[src/rtl/led_seq_ctrl.sv]
// led_seq_ctrl: steps the LED pattern stages in order, muxes the active
// stage onto the LED pins and supervises each stage with a cycle watchdog.
//
// Ports:
//   clk        rising-edge system clock
//   sync_rs    synchronous active-high reset
//   run        1 = run the sequence, 0 = abort to idle
//   loop_en    1 = wrap last stage to stage 0, 0 = stop after one pass
//   st_over    per-stage over flags (bit i = stage i)
//   st_out     stage patterns, stage i at [i*LED_W +: LED_W]
//   st_begin   one-hot begin line to the active stage
//   enabler    shared stage enable, high only while sequencing
//   led        registered LED drive
//   cur_st     active stage index (0 when not sequencing)
//   pass_done  one-cycle pulse on the last-stage handoff
//   fault      sticky watchdog-expiry flag
module led_seq_ctrl #(
    parameter int                NUM_ST   = 4,
    parameter int                LED_W    = 18,
    parameter int                TIMEOUT  = 1024,
    parameter logic [LED_W-1:0]  LED_IDLE = '0
) (
    input  logic                     clk,
    input  logic                     sync_rs,
    input  logic                     run,
    input  logic                     loop_en,
    input  logic [NUM_ST-1:0]        st_over,
    input  logic [NUM_ST*LED_W-1:0]  st_out,
    output logic [NUM_ST-1:0]        st_begin,
    output logic                     enabler,
    output logic [LED_W-1:0]         led,
    output logic [2:0]               cur_st,
    output logic                     pass_done,
    output logic                     fault
);

    localparam int WD_W = $clog2(TIMEOUT);
    localparam logic [WD_W-1:0] WD_MAX = WD_W'(TIMEOUT - 1);
    localparam logic [2:0] LAST = 3'(NUM_ST - 1);
    localparam logic [NUM_ST-1:0] ONE = NUM_ST'(1);

    typedef enum logic [1:0] {
        S_IDLE,
        S_ACTIVE,
        S_DONE
    } state_t;

    state_t              r_state;
    logic [2:0]          r_idx;
    logic [WD_W-1:0]     r_wdog;
    logic [NUM_ST-1:0]   r_begin;
    logic                r_enabler;
    logic [LED_W-1:0]    r_led;
    logic [2:0]          r_cur;
    logic                r_pass_done;
    logic                r_fault;

    logic [7:0]          w_over_ext;
    logic                w_over;
    logic                w_exp;
    logic                w_hand;
    logic [2:0]          w_nidx;
    logic [LED_W-1:0]    w_slice;

    // Only the active stage's over flag is looked at.
    always_comb begin
        w_over_ext = 8'(st_over);
        w_over     = w_over_ext[r_idx];
        w_exp      = (r_wdog == WD_MAX);
        w_hand     = w_over | w_exp;
        w_nidx     = r_idx + 3'd1;
        w_slice    = LED_IDLE;
        for (int i = 0; i < NUM_ST; i++) begin
            if (r_idx == 3'(i)) begin
                w_slice = st_out[i*LED_W +: LED_W];
            end
        end
    end

    always_ff @(posedge clk) begin
        if (sync_rs) begin
            r_state     <= S_IDLE;
            r_idx       <= '0;
            r_wdog      <= '0;
            r_begin     <= '0;
            r_enabler   <= 1'b0;
            r_led       <= LED_IDLE;
            r_cur       <= '0;
            r_pass_done <= 1'b0;
            r_fault     <= 1'b0;
        end else begin
            r_pass_done <= 1'b0;
            unique case (r_state)
                S_IDLE: begin
                    if (run) begin
                        r_state   <= S_ACTIVE;
                        r_idx     <= '0;
                        r_wdog    <= '0;
                        r_begin   <= ONE;
                        r_enabler <= 1'b1;
                        r_cur     <= '0;
                    end
                end
                S_ACTIVE: begin
                    if (!run) begin
                        // Abort wins over any handoff in the same cycle.
                        r_state   <= S_IDLE;
                        r_idx     <= '0;
                        r_wdog    <= '0;
                        r_begin   <= '0;
                        r_enabler <= 1'b0;
                        r_led     <= LED_IDLE;
                        r_cur     <= '0;
                    end else begin
                        r_led <= w_slice;
                        if (w_exp) begin
                            r_fault <= 1'b1;
                        end
                        if (w_hand) begin
                            r_wdog <= '0;
                            if (r_idx == LAST) begin
                                r_pass_done <= 1'b1;
                                r_idx       <= '0;
                                r_cur       <= '0;
                                if (loop_en) begin
                                    r_begin <= ONE;
                                end else begin
                                    r_state   <= S_DONE;
                                    r_begin   <= '0;
                                    r_enabler <= 1'b0;
                                    r_led     <= LED_IDLE;
                                end
                            end else begin
                                // Old begin drops, new begin rises together.
                                r_idx   <= w_nidx;
                                r_cur   <= w_nidx;
                                r_begin <= ONE << w_nidx;
                            end
                        end else begin
                            r_wdog <= r_wdog + 1'b1;
                        end
                    end
                end
                S_DONE: begin
                    if (!run) begin
                        r_state <= S_IDLE;
                    end
                end
                default: begin
                    r_state <= S_IDLE;
                end
            endcase
        end
    end

    assign st_begin  = r_begin;
    assign enabler   = r_enabler;
    assign led       = r_led;
    assign cur_st    = r_cur;
    assign pass_done = r_pass_done;
    assign fault     = r_fault;

endmodule

[config.mk]
export PLATFORM = sky130hd
export DESIGN_NAME = led_seq_ctrl
export DESIGN_NICKNAME = d
export VERILOG_FILES = /design/src/rtl/led_seq_ctrl.sv
export SDC_FILE = /design/constraint.sdc
export NUM_CORES = 1
export LEC_CHECK = 0
export CORE_MARGIN = 2
export CORE_UTILIZATION = 35
export CTS_CLUSTER_DIAMETER = 200
export CTS_CLUSTER_SIZE = 24
export DETAILED_ROUTE_END_ITERATION = 16
export PLACE_DENSITY = 0.71
export SYNTH_ARGS = -nofsm -noshare
export SYNTH_HDL_FRONTEND = slang
export SYNTH_SLANG_ARGS = --single-unit
[constraint.sdc]
create_clock -name clk -period 4.12 [get_ports clk]
set_input_delay 1.236 -clock clk [delete_from_list [all_inputs] [get_ports clk]]
set_output_delay 1.236 -clock clk [all_outputs]
set_load 0.02 [all_outputs]
Figure 1. The metal 1 layer (run 1).
Supply wires on this layer in grey.
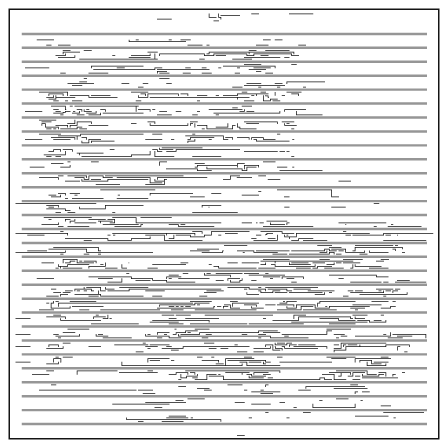
The longest straight run is 26.2 um. The layer carries 2830 um of wire. The layer holds 41% of the routed length. 388 nets have wire on it. The wires run mostly horizontal.
via count of the routed design: 2401
post-detailed-routing wire length: 6.91 mm
met1 capacity usage during global routing: 21.8%

Figure 2. M2 wires (run 1).
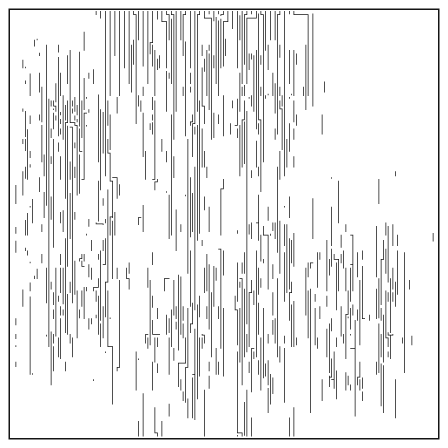
The layer carries 3400 um of wire. 383 nets have wire on it. The wires run mostly vertical. The layer holds 49% of the routed length. The longest straight run is 48.3 um.
met2 capacity usage during global routing: 33.4%

==> summary.rpt, run 1 <==
RUN METRICS
----------------------------------------------------
[Synthesis]
  Register area share after synthesis ........................ 36.2%
  Synth Net Count ........................ 350
  Biggest area consumer among synthesized cells ........................ sky130_fd_sc_hd__dfxtp_1
  Leading cell types by total area after synthesis ........................ sky130_fd_sc_hd__dfxtp_1 (36%), sky130_fd_sc_hd__nand2_1 (8.8%), sky130_fd_sc_hd__a22o_1 (7.1%)
  Main combinational cell family by area after synthesis ........................ AND-OR/OR-AND gates
  Post-synthesis share of cell area spent on and, or, nand and nor gates ........................ ~20%
  Flops & latches, synth ........................ approximately 40
  Predominant post-synthesis flop cell ........................ sky130_fd_sc_hd__dfxtp_1
  Cell count after synthesis ........................ between 200 and 300
  Mean area per synthesized cell ........................ 8.45 um^2

[Global routing]
  Most heavily used metal layer in global routing ........................ met2
  Number of antenna violations at the first check in global routing ........................ 0

[Flow run]
  Maximum capacitance violations ........................ 0

[Power]
  Comb power ........................ 166 uW
  Cell Pwr Density ........................ 245 mW/mm^2
  PnR Total Power ........................ 840 uW
  Clock Power Share ........................ 32.4%

[Final timing]
  Worst setup margin ........................ between 1000 and 1500 ps
  Setup-failing EPs final ........................ 0
  Slew at the pin closest to its max-slew limit ........................ ~1100 ps
  Worst Clk Skew ........................ ~7.3 ps
  Post-route fraction of the period consumed by the critical path ........................ about 70%
  Unrepaired setup endpoints after global routing ........................ no

[Worst setup path]
  Cells on worst reg2reg path ........................ 6
  Reg-to-reg endpoint ........................ led[17]
  Worst setup path category ........................ input pin to register
  Critical Path Sink ........................ led[17]
  Number of cells on the critical path ........................ 5
  Launch point of the critical path ........................ run

[Outcome]
  Result of the run ........................ finished, final reports clean

[Routing]
  Via-to-Cell Ratio ........................ between 5 and 6
  Antenna-violating nets left ........................ 0

[Clocking]
  Count of clock tree sinks ........................ around 40
  Clock Tree Buf Depth ........................ 2
  Cts hold-fix bufs ........................ 0
  CTS tree ........................ yes
  Buffer cell driving the clock tree root ........................ sky130_fd_sc_hd__clkbuf_8
  Inserted Clock Buffers ........................ 5

[Layout]
  Layout cells sized above 1 ........................ between 6 and 7%
  Number of inserted diodes ........................ 0
  Synth-to-Final Area Change ........................ 54.6%

[Die]
  Pre-placement core utilization ........................ 36.8%
  Chip Width ........................ around 84 um
  Total die area ........................ about 0.0070 mm^2

[Worst hold path]
  Kind of path behind the tightest hold check ........................ register to register
  WHS Path Cells ........................ 2

----------------------------------------------------
Figure 3. Signal wires on met3 (run 1).
Bar = 20 um. Cells faint in the background.
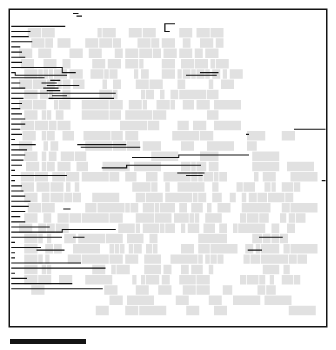
The wires run mostly horizontal. The layer holds 7.8% of the routed length. The layer carries 535 um of wire. 71 nets have wire on it.
fraction of met3 tracks used by global routing: 6.92%

run 1: metal layers:
layer / up-vias / wire length [um]
met5: - / 0
met4: 0 / 142
li1: 1184 / -
met2: 96 / 3400
met1: 1110 / 2830
met3: 11 / 535
run 1: per-stage QoR:
step	cell area, um^2	util, %	std cells
finish	3420	56.8	440
global route	3420	56.8	440
CTS	3420	56.8	440
detailed placement	3330	55.2	432
global placement	3330	55.2	432
floorplan	2210	-	262
run 1: area by class of cell:
type	instances	share of cell area [%]
clock inverters	2	0.438
clock buffers	6	2.41
flip-flops and latches	40	23.4
repair buffers	111	32.2
inverters	9	0.986
well taps	75	2.74
multi-input cells	197	37.9
Figure 4. Selected gate families (run 1).
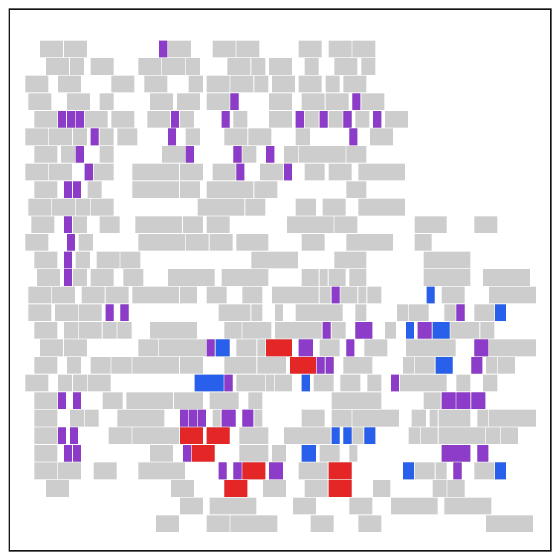

==> run 2: changes to the inputs <==
--- a/config.mk
+++ b/config.mk
@@ -10,7 +10,7 @@
 export CTS_CLUSTER_DIAMETER = 200
 export CTS_CLUSTER_SIZE = 24
 export DETAILED_ROUTE_END_ITERATION = 16
-export PLACE_DENSITY = 0.71
+export PLACE_DENSITY = 0.74
 export SYNTH_ARGS = -nofsm -noshare
 export SYNTH_HDL_FRONTEND = slang
 export SYNTH_SLANG_ARGS = --single-unit
==> constraint.sdc (replaced) <==
create_clock -name clk -period 2.4 [get_ports clk]
set_input_delay 0.72 -clock clk [delete_from_list [all_inputs] [get_ports clk]]
set_output_delay 0.72 -clock clk [all_outputs]
set_load 0.02 [all_outputs]
Figure 5. Selected gate families (run 2).
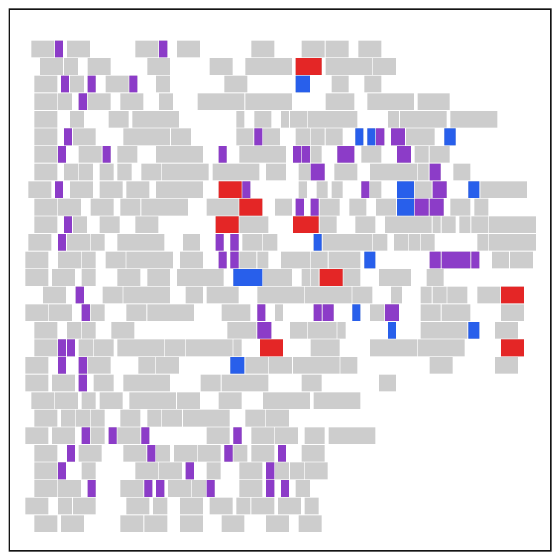
Key: purple = NAND gates [cells 65, where spread over the die]; red = multiplexers [cells 9]; blue = NOR gates [cells 14]
non-filler cells, final: 450
combinational fraction of the cell area: 37.2%
most numerous logic cell after layout: sky130_fd_sc_hd__clkdlybuf4s50_1

==> run 2 against run 1 <==
Critical path depth stayed put. Sequential share of layout area down 0.44 points. Wire length decreased by 1.9%. Clock power increased by 53%. Power grew 66%. Flip-flop count is the same. Critical path type unchanged.
==> summary.rpt, run 2 <==
RUN METRICS
----------------------------------------------------
[Outcome]
  Result of the run ........................ finished, final reports clean

[Place]
  Area after detailed placement ........................ 0.00341 mm^2

[Die]
  Chip Width ........................ 83.5 um
  Pre-placement core utilization ........................ 36.8%
  Total die area ........................ 0.00698 mm^2
  Die Ht ........................ 83.5 um

[Synthesis]
  Mean area per synthesized cell ........................ 8.45 um^2
  Post-synthesis share of cell area spent on and, or, nand and nor gates ........................ 20.0%
  Main combinational cell family by area after synthesis ........................ AND-OR/OR-AND gates
  Synth Net Count ........................ 350
  Cell count after synthesis ........................ between 200 and 300
  Predominant post-synthesis flop cell ........................ sky130_fd_sc_hd__dfxtp_1
  Biggest area consumer among synthesized cells ........................ sky130_fd_sc_hd__dfxtp_1
  Register area share after synthesis ........................ 36.2%
  Leading cell types by total area after synthesis ........................ sky130_fd_sc_hd__dfxtp_1 (36%), sky130_fd_sc_hd__nand2_1 (8.8%), sky130_fd_sc_hd__a22o_1 (7.1%)

[Global routing]
  Met1 capacity usage during global routing ........................ between 20 and 25%
  Most heavily used metal layer in global routing ........................ met2
  Fraction of met3 tracks used by global routing ........................ 7.72%
  Met2 capacity usage during global routing ........................ roughly a third

[Clocking]
  Clock Tree Buf Depth ........................ 2
  Inserted Clock Buffers ........................ 5
  CTS tree ........................ yes
  Cts hold-fix bufs ........................ 0
  Count of clock tree sinks ........................ 40

[Final timing]
  Post-route fraction of the period consumed by the critical path ........................ 92.5%
  Worst setup margin ........................ 181 ps
  Unrepaired setup endpoints after global routing ........................ no
  Slew at the pin closest to its max-slew limit ........................ 852 ps
  Worst Clk Skew ........................ 6.16 ps

[Routing]
  Antenna-violating nets left ........................ 0
  Via count of the routed design ........................ approximately 2400

[Layout]
  Final instance area ........................ 0.00349 mm^2
  Synth-to-Final Area Change ........................ 57.6%
  Final Core Density ........................ roughly 58%
  Layout cells sized above 1 ........................ 9.33%

[Worst setup path]
  Launch point of the critical path ........................ st_over[3]
  Worst setup path category ........................ input pin to register
  Critical Path Sink ........................ led[17]

[Power]
  PnR Total Power ........................ 1.40 mW
  Comb power ........................ 292 uW
  Cell Pwr Density ........................ about 400 mW/mm^2
  Clock Power Share ........................ 29.8%

[Worst hold path]
  WHS Path Cells ........................ 2
  Kind of path behind the tightest hold check ........................ register to register

[Flow run]
  Maximum capacitance violations ........................ 0

----------------------------------------------------
## run 2: cell count changes in the layout (fill, tap and decap cells not counted)
| cell | previous run | this run |
|---|---|---|
| sky130_fd_sc_hd__buf_4 | 4 | 15 |
| sky130_fd_sc_hd__clkbuf_8 | 6 | 5 |
| sky130_fd_sc_hd__clkinvlp_4 | 2 | 1 |
| sky130_fd_sc_hd__clkinv_2 | 0 | 1 |
## run 2: area by class of cell
type	instances	area share [%]
Multi-Input combinational cell	197	37.2
Tap cell	75	2.69
Timing Repair Buffer	122	33.9
Inverter	9	0.968
Clock inverter	2	0.358
Clock buffer	5	1.97
Sequential cell	40	22.9
## run 2: layer usage
metal  up-vias  part of all wire, %
li1       1202                    -
met1      1085                   43
met2        93                   47
met3         8                  8.8
met4         0                  1.2
met5         -                    0
==> run 3: changes to the inputs <==
--- a/config.mk
+++ b/config.mk
@@ -7,7 +7,6 @@
 export LEC_CHECK = 0
 export CORE_MARGIN = 2
 export CORE_UTILIZATION = 35
-export CTS_CLUSTER_DIAMETER = 200
 export CTS_CLUSTER_SIZE = 24
 export DETAILED_ROUTE_END_ITERATION = 16
 export PLACE_DENSITY = 0.74
Figure 6. The metal 1 layer (run 3).
Supply wires on this layer in grey.
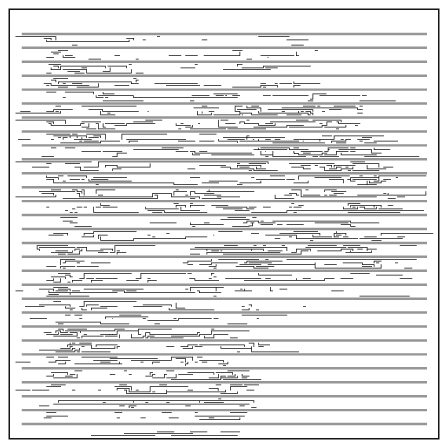
391 nets have wire on it. The layer holds 43% of the routed length.
via count of the routed design: 2388
post-detailed-routing wire length: 6.78 mm
met1 capacity usage during global routing: 22.6%

==> run 3 against run 2 <==
Final area is the same. Register-to-register slack about the same. Worst hold slack stayed put. Largest cell class unchanged. Synthesized cell count did not move. Global-route usage unchanged. Core utilization is the same. Critical path type unchanged. Combinational power hardly changed.
==> summary.rpt, run 3 <==
RUN METRICS
----------------------------------------------------
[Synthesis]
  Post-synthesis share of cell area spent on and, or, nand and nor gates ........................ 20.0%
  Mean area per synthesized cell ........................ 8.45 um^2
  Synth Net Count ........................ 350
  Leading cell types by total area after synthesis ........................ sky130_fd_sc_hd__dfxtp_1 (36%), sky130_fd_sc_hd__nand2_1 (8.8%), sky130_fd_sc_hd__a22o_1 (7.1%)
  Register area share after synthesis ........................ 36.2%

[Power]
  Comb power ........................ 292 uW

[Routing]
  Antenna-violating nets left ........................ 0
  Wire length on met2 ........................ 3.17 mm
  Via-to-Cell Ratio ........................ 5.31
  Highest metal used ........................ met4
  Routed length on met1 ........................ around 2.9 mm

[Clocking]
  Clock Tree Buf Depth ........................ 2
  CTS tree ........................ yes
  Count of clock tree sinks ........................ 40

[Place]
  Number of cells after detailed placement ........................ 443
  Area after detailed placement ........................ 0.00341 mm^2

[Die]
  Chip Width ........................ 83.5 um
  Die Ht ........................ approximately 84 um

[Final timing]
  Setup-failing EPs final ........................ 0
  Worst Clk Skew ........................ roughly 6.2 ps
  Slew at the pin closest to its max-slew limit ........................ 852 ps
  Worst setup margin ........................ 181 ps

[Global routing]
  Met2 capacity usage during global routing ........................ 33.9%

[Layout]
  Layout cells sized above 1 ........................ 9.33%
  Number of inserted diodes ........................ 0
  Final Core Density ........................ between 50% and 60%

[Flow run]
  Maximum capacitance violations ........................ 0

[Worst setup path]
  Reg-to-reg endpoint ........................ led[17]

[Worst hold path]
  WHS Path Cells ........................ 2

[Outcome]
  Result of the run ........................ finished, final reports clean

----------------------------------------------------
==> run 3: cell counts after synthesis <==
No cell type changed its count.
==> run 3: area by class of cell <==
| cell class | instances | share of cell area, % |
|---|---|---|
| Multi-Input combinational cell | 197 | 37.2 |
| Timing Repair Buffer | 122 | 33.9 |
| Sequential cell | 40 | 22.9 |
| Tap cell | 75 | 2.69 |
| Clock buffer | 5 | 1.97 |
| Inverter | 9 | 0.968 |
| Clock inverter | 2 | 0.358 |
==> run 3: worst max path at each step <==
stage	start	end	slack [ps]	cells past startpoint
after floorplan	cur_st[0]	led[8]	270	8
after global placement	sync_rs	led[17]	-110	5
after detailed placement	st_over[1]	led[17]	-170	5
after CTS	st_over[1]	led[17]	150	5
after global routing	st_over[1]	led[17]	80	5
final	st_over[3]	led[17]	180	5
Power figures rest on the tool's default switching activity, not on a simulated workload.
